Fig. 1: run 1, nets reached from selected ports
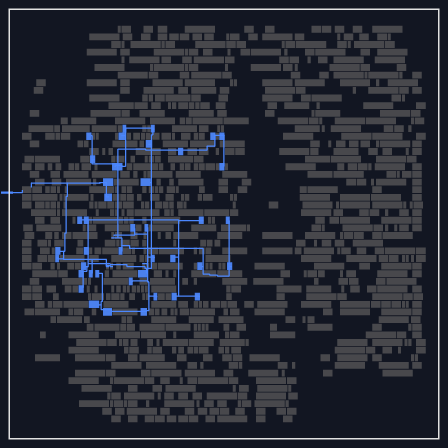
Fig. 2: run 1, placed cells, one colour a class
Fill, decap, tap and diode cells in grey.
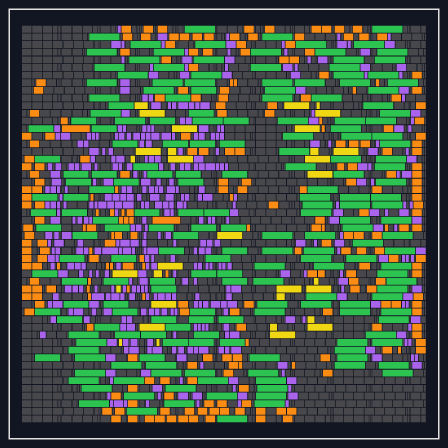
Fig. 3: run 1, M3 wires
Bar = 50 um.
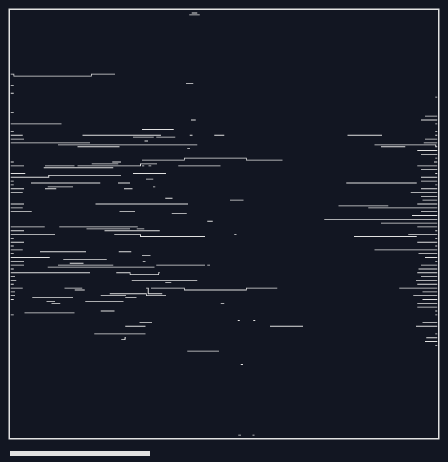
Fig. 4: run 1, cell placement
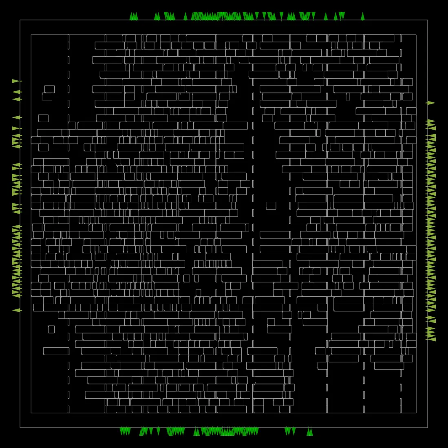
<file path="src/rtl/imem_fetch_ctrl_if.sv">
// -----------------------------------------------------------------------------
// imem_fetch_ctrl_if
// Bundles the instruction-memory port, the redirect/halt control inputs, the
// decode-side valid/ready handshake and the fault report of imem_fetch_ctrl.
//
// Signals:
//   imem_addr      byte address presented to the instruction memory
//   imem_rdata     combinational read data for imem_addr
//   redirect_valid one-cycle redirect pulse (flush + PC reload)
//   redirect_pc    redirect target byte address
//   halt           level request to stop issuing fetches
//   instr_valid    head of the prefetch FIFO is valid
//   instr_ready    decode accepts the head
//   instr          head instruction word
//   instr_pc       head instruction byte address
//   fetch_fault    sticky fault flag
//   fault_pc       address that caused the fault
//
// Modports: master = fetch controller side, slave = memory/core side.
// -----------------------------------------------------------------------------
interface imem_fetch_ctrl_if;
  logic [31:0] imem_addr;
  logic [31:0] imem_rdata;
  logic        redirect_valid;
  logic [31:0] redirect_pc;
  logic        halt;
  logic        instr_valid;
  logic        instr_ready;
  logic [31:0] instr;
  logic [31:0] instr_pc;
  logic        fetch_fault;
  logic [31:0] fault_pc;

  modport master (
    output imem_addr, instr_valid, instr, instr_pc, fetch_fault, fault_pc,
    input  imem_rdata, redirect_valid, redirect_pc, halt, instr_ready
  );

  modport slave (
    input  imem_addr, instr_valid, instr, instr_pc, fetch_fault, fault_pc,
    output imem_rdata, redirect_valid, redirect_pc, halt, instr_ready
  );
endinterface

</file>
<file path="src/rtl/imem_fetch_ctrl.sv">
// -----------------------------------------------------------------------------
// imem_fetch_ctrl
// Fetch sequencer for a single-cycle-read instruction memory. Owns the fetch
// PC, presents it as the memory address every cycle, captures {pc, word} into
// a small prefetch FIFO and hands the head to decode over valid/ready.
// Handles redirects (flush + PC reload), halt, and address faults
// (misaligned redirect target or fetch beyond the end of the ROM).
//
// Parameters:
//   RESET_PC    fetch PC loaded at reset
//   ROM_DEPTH   memory depth in 32-bit words (valid bytes 0 .. ROM_DEPTH*4-1)
//   FIFO_DEPTH  prefetch entries, power of two, >= 2
//
// Ports:
//   clk        system clock, rising edge
//   rst_n      asynchronous active-low reset
//   bus        imem_fetch_ctrl_if.master (memory, redirect/halt, decode, fault)
//   perf_stall_cycles, perf_flushes  (only with FETCH_PERF_EN defined)
//
// Optional feature macro: FETCH_PERF_EN adds two 32-bit saturating counters:
// cycles where decode is ready but nothing is valid, and redirect pulses.
// -----------------------------------------------------------------------------
module imem_fetch_ctrl #(
  parameter logic [31:0] RESET_PC   = 32'h0000_0000,
  parameter int          ROM_DEPTH  = 64,
  parameter int          FIFO_DEPTH = 2
) (
  input  logic                    clk,
  input  logic                    rst_n,
  imem_fetch_ctrl_if.master       bus
`ifdef FETCH_PERF_EN
  ,
  output logic [31:0]             perf_stall_cycles,
  output logic [31:0]             perf_flushes
`endif
);

  localparam int                PTR_W     = $clog2(FIFO_DEPTH);
  localparam logic [31:0]       ROM_BYTES = 32'(ROM_DEPTH * 4);
  localparam logic [PTR_W:0]    FULL_CNT  = (PTR_W+1)'(FIFO_DEPTH);

  typedef enum logic [1:0] {
    RUN    = 2'd0,
    HALTED = 2'd1,
    FAULT  = 2'd2
  } state_t;

  state_t             state;
  logic [31:0]        fetch_pc;
  logic               fault_flag;
  logic [31:0]        fault_addr;

  logic [31:0]        fifo_pc   [FIFO_DEPTH];
  logic [31:0]        fifo_word [FIFO_DEPTH];
  logic [PTR_W-1:0]   wr_ptr;
  logic [PTR_W-1:0]   rd_ptr;
  logic [PTR_W:0]     count;

  logic fifo_empty;
  logic fifo_full;
  logic pop;
  logic push;
  logic in_range;
  logic misaligned;

  assign fifo_empty = (count == '0);
  assign fifo_full  = (count == FULL_CNT);
  assign pop        = !fifo_empty && bus.instr_ready;
  assign in_range   = (fetch_pc < ROM_BYTES);
  assign misaligned = (bus.redirect_pc[1:0] != 2'b00);

  // A full FIFO still accepts a word when the head leaves in the same cycle,
  // which is what sustains one instruction per cycle at FIFO_DEPTH entries.
  assign push = (state == RUN) && !bus.redirect_valid && in_range &&
                !bus.halt && (!fifo_full || pop);

  assign bus.imem_addr   = fetch_pc;
  assign bus.instr_valid = !fifo_empty;
  assign bus.instr       = fifo_empty ? 32'h0 : fifo_word[rd_ptr];
  assign bus.instr_pc    = fifo_empty ? 32'h0 : fifo_pc[rd_ptr];
  assign bus.fetch_fault = fault_flag;
  assign bus.fault_pc    = fault_addr;

  // FIFO storage is data only: occupancy and pointers decide what is visible,
  // so stale entries never reach the outputs and need no reset.
  always_ff @(posedge clk) begin
    if (push) begin
      fifo_pc[wr_ptr]   <= fetch_pc;
      fifo_word[wr_ptr] <= bus.imem_rdata;
    end
  end

  // Fetch state machine, PC and FIFO bookkeeping.
  always_ff @(posedge clk or negedge rst_n) begin
    if (!rst_n) begin
      state      <= RUN;
      fetch_pc   <= RESET_PC;
      wr_ptr     <= '0;
      rd_ptr     <= '0;
      count      <= '0;
      fault_flag <= 1'b0;
      fault_addr <= 32'h0;
    end else if (bus.redirect_valid) begin
      // Redirect wins over everything; a same-cycle pop is simply absorbed
      // by the flush.
      wr_ptr <= '0;
      rd_ptr <= '0;
      count  <= '0;
      if (misaligned) begin
        state      <= FAULT;
        fault_flag <= 1'b1;
        fault_addr <= bus.redirect_pc;
      end else begin
        fetch_pc   <= bus.redirect_pc;
        fault_flag <= 1'b0;
        state      <= (state == HALTED || bus.halt) ? HALTED : RUN;
      end
    end else begin
      if (push) begin
        wr_ptr   <= wr_ptr + 1'b1;
        fetch_pc <= fetch_pc + 32'd4;
      end
      if (pop) begin
        rd_ptr <= rd_ptr + 1'b1;
      end
      case ({push, pop})
        2'b10:   count <= count + 1'b1;
        2'b01:   count <= count - 1'b1;
        default: count <= count;
      endcase

      case (state)
        RUN: begin
          if (!in_range) begin
            state      <= FAULT;
            fault_flag <= 1'b1;
            fault_addr <= fetch_pc;
          end else if (bus.halt) begin
            state <= HALTED;
          end
        end
        HALTED: begin
          if (!bus.halt) begin
            state <= RUN;
          end
        end
        default: begin
          state <= FAULT;
        end
      endcase
    end
  end

`ifdef FETCH_PERF_EN
  function automatic logic [31:0] sat_inc(input logic [31:0] value);
    return (value == 32'hFFFF_FFFF) ? value : value + 32'd1;
  endfunction

  // Performance counters.
  always_ff @(posedge clk or negedge rst_n) begin
    if (!rst_n) begin
      perf_stall_cycles <= 32'h0;
      perf_flushes      <= 32'h0;
    end else begin
      if (bus.instr_ready && fifo_empty) begin
        perf_stall_cycles <= sat_inc(perf_stall_cycles);
      end
      if (bus.redirect_valid) begin
        perf_flushes <= sat_inc(perf_flushes);
      end
    end
  end
`endif

endmodule

</file>
<file path="src/flat_wrapper.sv">
// flat-port wrapper written by rule: the top's interface ports become plain ports
module imem_fetch_ctrl_flat 
#(
  parameter logic [31:0] RESET_PC   = 32'h0000_0000,
  parameter int          ROM_DEPTH  = 64,
  parameter int          FIFO_DEPTH = 2
)
  (clk, rst_n, bus_imem_addr, bus_instr_valid, bus_instr, bus_instr_pc, bus_fetch_fault, bus_fault_pc, bus_imem_rdata, bus_redirect_valid, bus_redirect_pc, bus_halt, bus_instr_ready);
  imem_fetch_ctrl_if bus_i ();
  input  logic clk;
  input  logic rst_n;
  output wire logic [$bits(bus_i.imem_addr)-1:0] bus_imem_addr;
  output wire logic [$bits(bus_i.instr_valid)-1:0] bus_instr_valid;
  output wire logic [$bits(bus_i.instr)-1:0] bus_instr;
  output wire logic [$bits(bus_i.instr_pc)-1:0] bus_instr_pc;
  output wire logic [$bits(bus_i.fetch_fault)-1:0] bus_fetch_fault;
  output wire logic [$bits(bus_i.fault_pc)-1:0] bus_fault_pc;
  input wire logic [$bits(bus_i.imem_rdata)-1:0] bus_imem_rdata;
  input wire logic [$bits(bus_i.redirect_valid)-1:0] bus_redirect_valid;
  input wire logic [$bits(bus_i.redirect_pc)-1:0] bus_redirect_pc;
  input wire logic [$bits(bus_i.halt)-1:0] bus_halt;
  input wire logic [$bits(bus_i.instr_ready)-1:0] bus_instr_ready;
  assign bus_imem_addr = bus_i.imem_addr;
  assign bus_instr_valid = bus_i.instr_valid;
  assign bus_instr = bus_i.instr;
  assign bus_instr_pc = bus_i.instr_pc;
  assign bus_fetch_fault = bus_i.fetch_fault;
  assign bus_fault_pc = bus_i.fault_pc;
  assign bus_i.imem_rdata = bus_imem_rdata;
  assign bus_i.redirect_valid = bus_redirect_valid;
  assign bus_i.redirect_pc = bus_redirect_pc;
  assign bus_i.halt = bus_halt;
  assign bus_i.instr_ready = bus_instr_ready;
  imem_fetch_ctrl #(.RESET_PC(RESET_PC), .ROM_DEPTH(ROM_DEPTH), .FIFO_DEPTH(FIFO_DEPTH)) u_core (.clk(clk), .rst_n(rst_n), .bus(bus_i));
endmodule
</file>
<file path="config.mk">
export PLATFORM = sky130hd
export DESIGN_NAME = imem_fetch_ctrl_flat
export DESIGN_NICKNAME = d
export VERILOG_FILES = /design/src/rtl/imem_fetch_ctrl_if.sv /design/src/rtl/imem_fetch_ctrl.sv /design/src/flat_wrapper.sv
export SDC_FILE = /design/constraint.sdc
export NUM_CORES = 1
export LEC_CHECK = 0
export CORE_MARGIN = 4
export CORE_UTILIZATION = 40
export CTS_CLUSTER_SIZE = 30
export DETAILED_ROUTE_END_ITERATION = 16
export GPL_ROUTABILITY_DRIVEN = 1
export GPL_TIMING_DRIVEN = 0
export PLACE_DENSITY = 0.74
export SLEW_MARGIN = 20
export SYNTH_ARGS = -nofsm -noshare
export SYNTH_HDL_FRONTEND = slang
export SYNTH_SLANG_ARGS = --single-unit
</file>
<file path="constraint.sdc">
create_clock -name clk -period 14.9 [get_ports clk]
set_input_delay 2.98 -clock clk [delete_from_list [all_inputs] [get_ports clk]]
set_output_delay 2.98 -clock clk [all_outputs]
set_load 0.05 [all_outputs]
</file>
==> CHANGELOG.md, run 1 <==
## Implementation

- Run status: completed
- Count of flip-flops with a built-in enable after synthesis: around 130
- Final antenna diode count: 0
- Maximum cell stage delay along the critical path: approximately 0.82 ns
- Termination of the worst setup path: bus_instr[2]
- Largest fanout on the critical path: 10
- Yosys warning tally: 0
- Syn Area/Cell: 12.8 um2
- Clock Path Buffers: 2
- Area fraction of clock buffers and clock inverters: 0.0498
- Biggest Area Class: registers
- Routed wire length per instance: approximately 20 um
- Static Leak: 0.00393 uW
- Most frequent cells after synthesis: 128 x sky130_fd_sc_hd__edfxtp_1, 97 x sky130_fd_sc_hd__nor2_1, 92 x sky130_fd_sc_hd__mux2i_1
- Net count, final: 947
- Height of the die: roughly 150 um
- Commonest cells after routing, fill and taps aside: 197 x sky130_fd_sc_hd__clkdlybuf4s50_1, 128 x sky130_fd_sc_hd__edfxtp_1, 97 x sky130_fd_sc_hd__nor2_1
- CP Class: reg2out
- # clock sinks: 199
- Area share of and-or/or-and cells after synthesis: 0.0797
- Final number of hold-violating endpoints: 0
- Number of iterations in the first detailed-routing pass: 5
- Worst Skew: 0.0145 ns
- Total gr overflow: 0
- Rel. slew slack: 0.473
- Share of the clock period used by the worst path: 0.411
- PwrDens: 117 nW/um2
- Yosys-reported design area after synthesis: 8340 um2
- Placed Cells incl. Taps: 1128
- Dominant cell type by area after synthesis: sky130_fd_sc_hd__edfxtp_1
- Clock-pin slew on the worst setup and hold paths: about 0.070 ns
- Part of the Yosys area used for sequential elements: 0.674
- Final Total Pwr: ~1300 uW
- #MultiIn Comb: 404
- Reg-to-reg startpoint: u_core.bus.imem_addr[24]
- Type of destination of the critical path: output pin
- Antenna violations before repair: 0
- Most utilized layer in the global route result: met2
- Pre-placement core utilization: 0.409
- Via-to-Cell Ratio: 5.36
Notes on Fig. 1 above:
Blue stands for bus_redirect_valid, bits 1, direction input, end cells 42, buffers 5, wire 593 um.
number of ports placed on the die boundary: 199
number of buffer cells added on primary ports: 198

Notes on Fig. 2 above:
Yellow stands for clock drivers and dummy loads, cells 32. Orange stands for remaining buffers and delay cells, cells 247. Green stands for sequential cells, cells 199. Purple stands for combinational and other logic, cells 412.
share of the final layout cell area in sequential cells: 0.495
Post-Route Utilization: 0.557
cell area after layout: 11400 um2
FP Rows: 52
placeable core region: 20400 um2

Notes on Fig. 3 above:
The layer carries 1580 um of wire. The wires run mostly horizontal. 156 nets have wire on it. The layer holds 6.8% of the routed length. The longest straight run is 49.2 um.
Routed Wire Length: 23100 um
routing usage on met3: 0.0386

Notes on Fig. 4 above:
final standard cell count with taps included and fillers excluded: 1160
FILL cells: 1721
number of sequential cells: 199

[run 1: worst register-to-register path, cell delays in order, from the launching register on]
cell	delay [ns]
sky130_fd_sc_hd__dfrtp_1	0.50
sky130_fd_sc_hd__or4_1	0.59
sky130_fd_sc_hd__or4_4	0.59
sky130_fd_sc_hd__nor3_2	0.31
sky130_fd_sc_hd__buf_4	0.25
sky130_fd_sc_hd__buf_4	0.21
sky130_fd_sc_hd__buf_4	0.21
sky130_fd_sc_hd__buf_4	0.21
[run 1: power by group]
group | switching, uW | total [uW] | leakage, uW | internal (uW)
sequential | 42.0 | 661 | 0.00202 | 619
combinational | 150 | 234 | 0.00164 | 84.0
clock | 200 | 439 | 0.000275 | 239
==> run 2, diff against run 1 <==
==> constraint.sdc (replaced) <==
create_clock -name clk -period 5.7 [get_ports clk]
set_input_delay 1.14 -clock clk [delete_from_list [all_inputs] [get_ports clk]]
set_output_delay 1.14 -clock clk [all_outputs]
set_load 0.05 [all_outputs]
Fig. 5: run 2, M3 wires
Bar = 50 um.
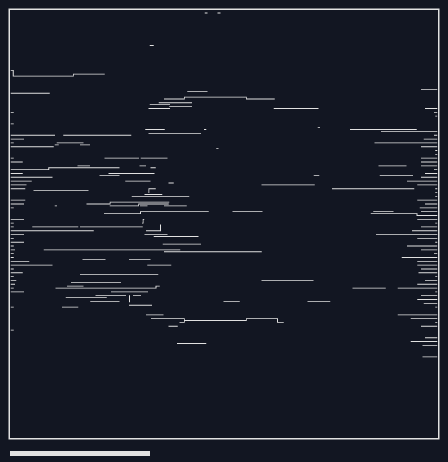
149 nets have wire on it. The longest straight run is 48.3 um. The wires run mostly horizontal. The layer holds 6.9% of the routed length. The layer carries 1560 um of wire.
routing usage on met3: 0.0449
Routed Wire Length: 22700 um
vias after detailed routing: 6175

==> run 2 against run 1 <==
Critical path depth stayed put. Critical endpoint is now bus_instr_pc[9]. Global-route usage shrank 0.11 points. Wire length decreased by 1.6%. Via count decreased by 0.63%. Final area rose by 0.24%. Area after synthesis is the same. Combinational power grew to 2.6 times the previous value. Count of clock-buffer cells in the layout down 5. Cell count fell by 0.26%. Die size did not move. Sequential power increased to 2.6 times the previous value.
==> CHANGELOG.md, run 2 <==
## Implementation

- Run status: completed
- Clock-pin slew on the worst setup and hold paths: 0.08 ns
- Clock Path Buffers: 2
- Reg-to-reg startpoint: u_core.bus.imem_addr[25]
- PwrDens: ~310 nW/um2
- CP Class: reg2out
- # clock sinks: approximately 200
- Antenna violations before repair: 0
- Final standard cell count with taps included and fillers excluded: between 1000 and 1500
- Area share of and-or/or-and cells after synthesis: 0.0797
- Number of buffer cells added on primary ports: about 200
- Yosys warning tally: 0
- Placed Cells incl. Taps: 1125
- Power share of the combinational group: 0.176
- Post-Route Utilization: 0.559
- Worst Skew: roughly 0.014 ns
- Dominant cell type by area after synthesis: sky130_fd_sc_hd__edfxtp_1
- Net count, final: 944
- Largest fanout on the critical path: 10
- Termination of the worst setup path: bus_instr_pc[9]
- Height of the die: about 150 um
- Number of sequential cells: 199
- Cell area after layout: 11400 um2
- Maximum cell stage delay along the critical path: 0.86 ns
- Sequential share of power: 0.496
- Number of ports placed on the die boundary: 199
- FP Rows: between 50 and 60
- Commonest cells after routing, fill and taps aside: 197 x sky130_fd_sc_hd__clkdlybuf4s50_1, 128 x sky130_fd_sc_hd__edfxtp_1, 97 x sky130_fd_sc_hd__nor2_1
- Via-to-Cell Ratio: between 5 and 6
- #MultiIn Comb: 404
- Most utilized layer in the global route result: met2
## run 2: cell types whose count changed in the layout (fill, tap and decap cells not counted), moves of 2 or more
cell / delta
sky130_fd_sc_hd__inv_6: +2
sky130_fd_sc_hd__clkinv_2: -2
sky130_fd_sc_hd__clkbuf_16: -2
sky130_fd_sc_hd__clkbuf_1: -2
sky130_fd_sc_hd__buf_4: -7
sky130_fd_sc_hd__buf_8: +3
sky130_fd_sc_hd__inv_8: +4
## run 2: power groups by stage
stage	sequential (uW)	clock, uW	combinational (uW)
final	1730	1140	611
after floorplan	1950	0	130
after global placement	1750	0	602
after CTS	1720	1170	614
after detailed placement	1760	0	612
after global routing	1740	1240	642
Power figures rest on the tool's default switching activity, not on a simulated workload.
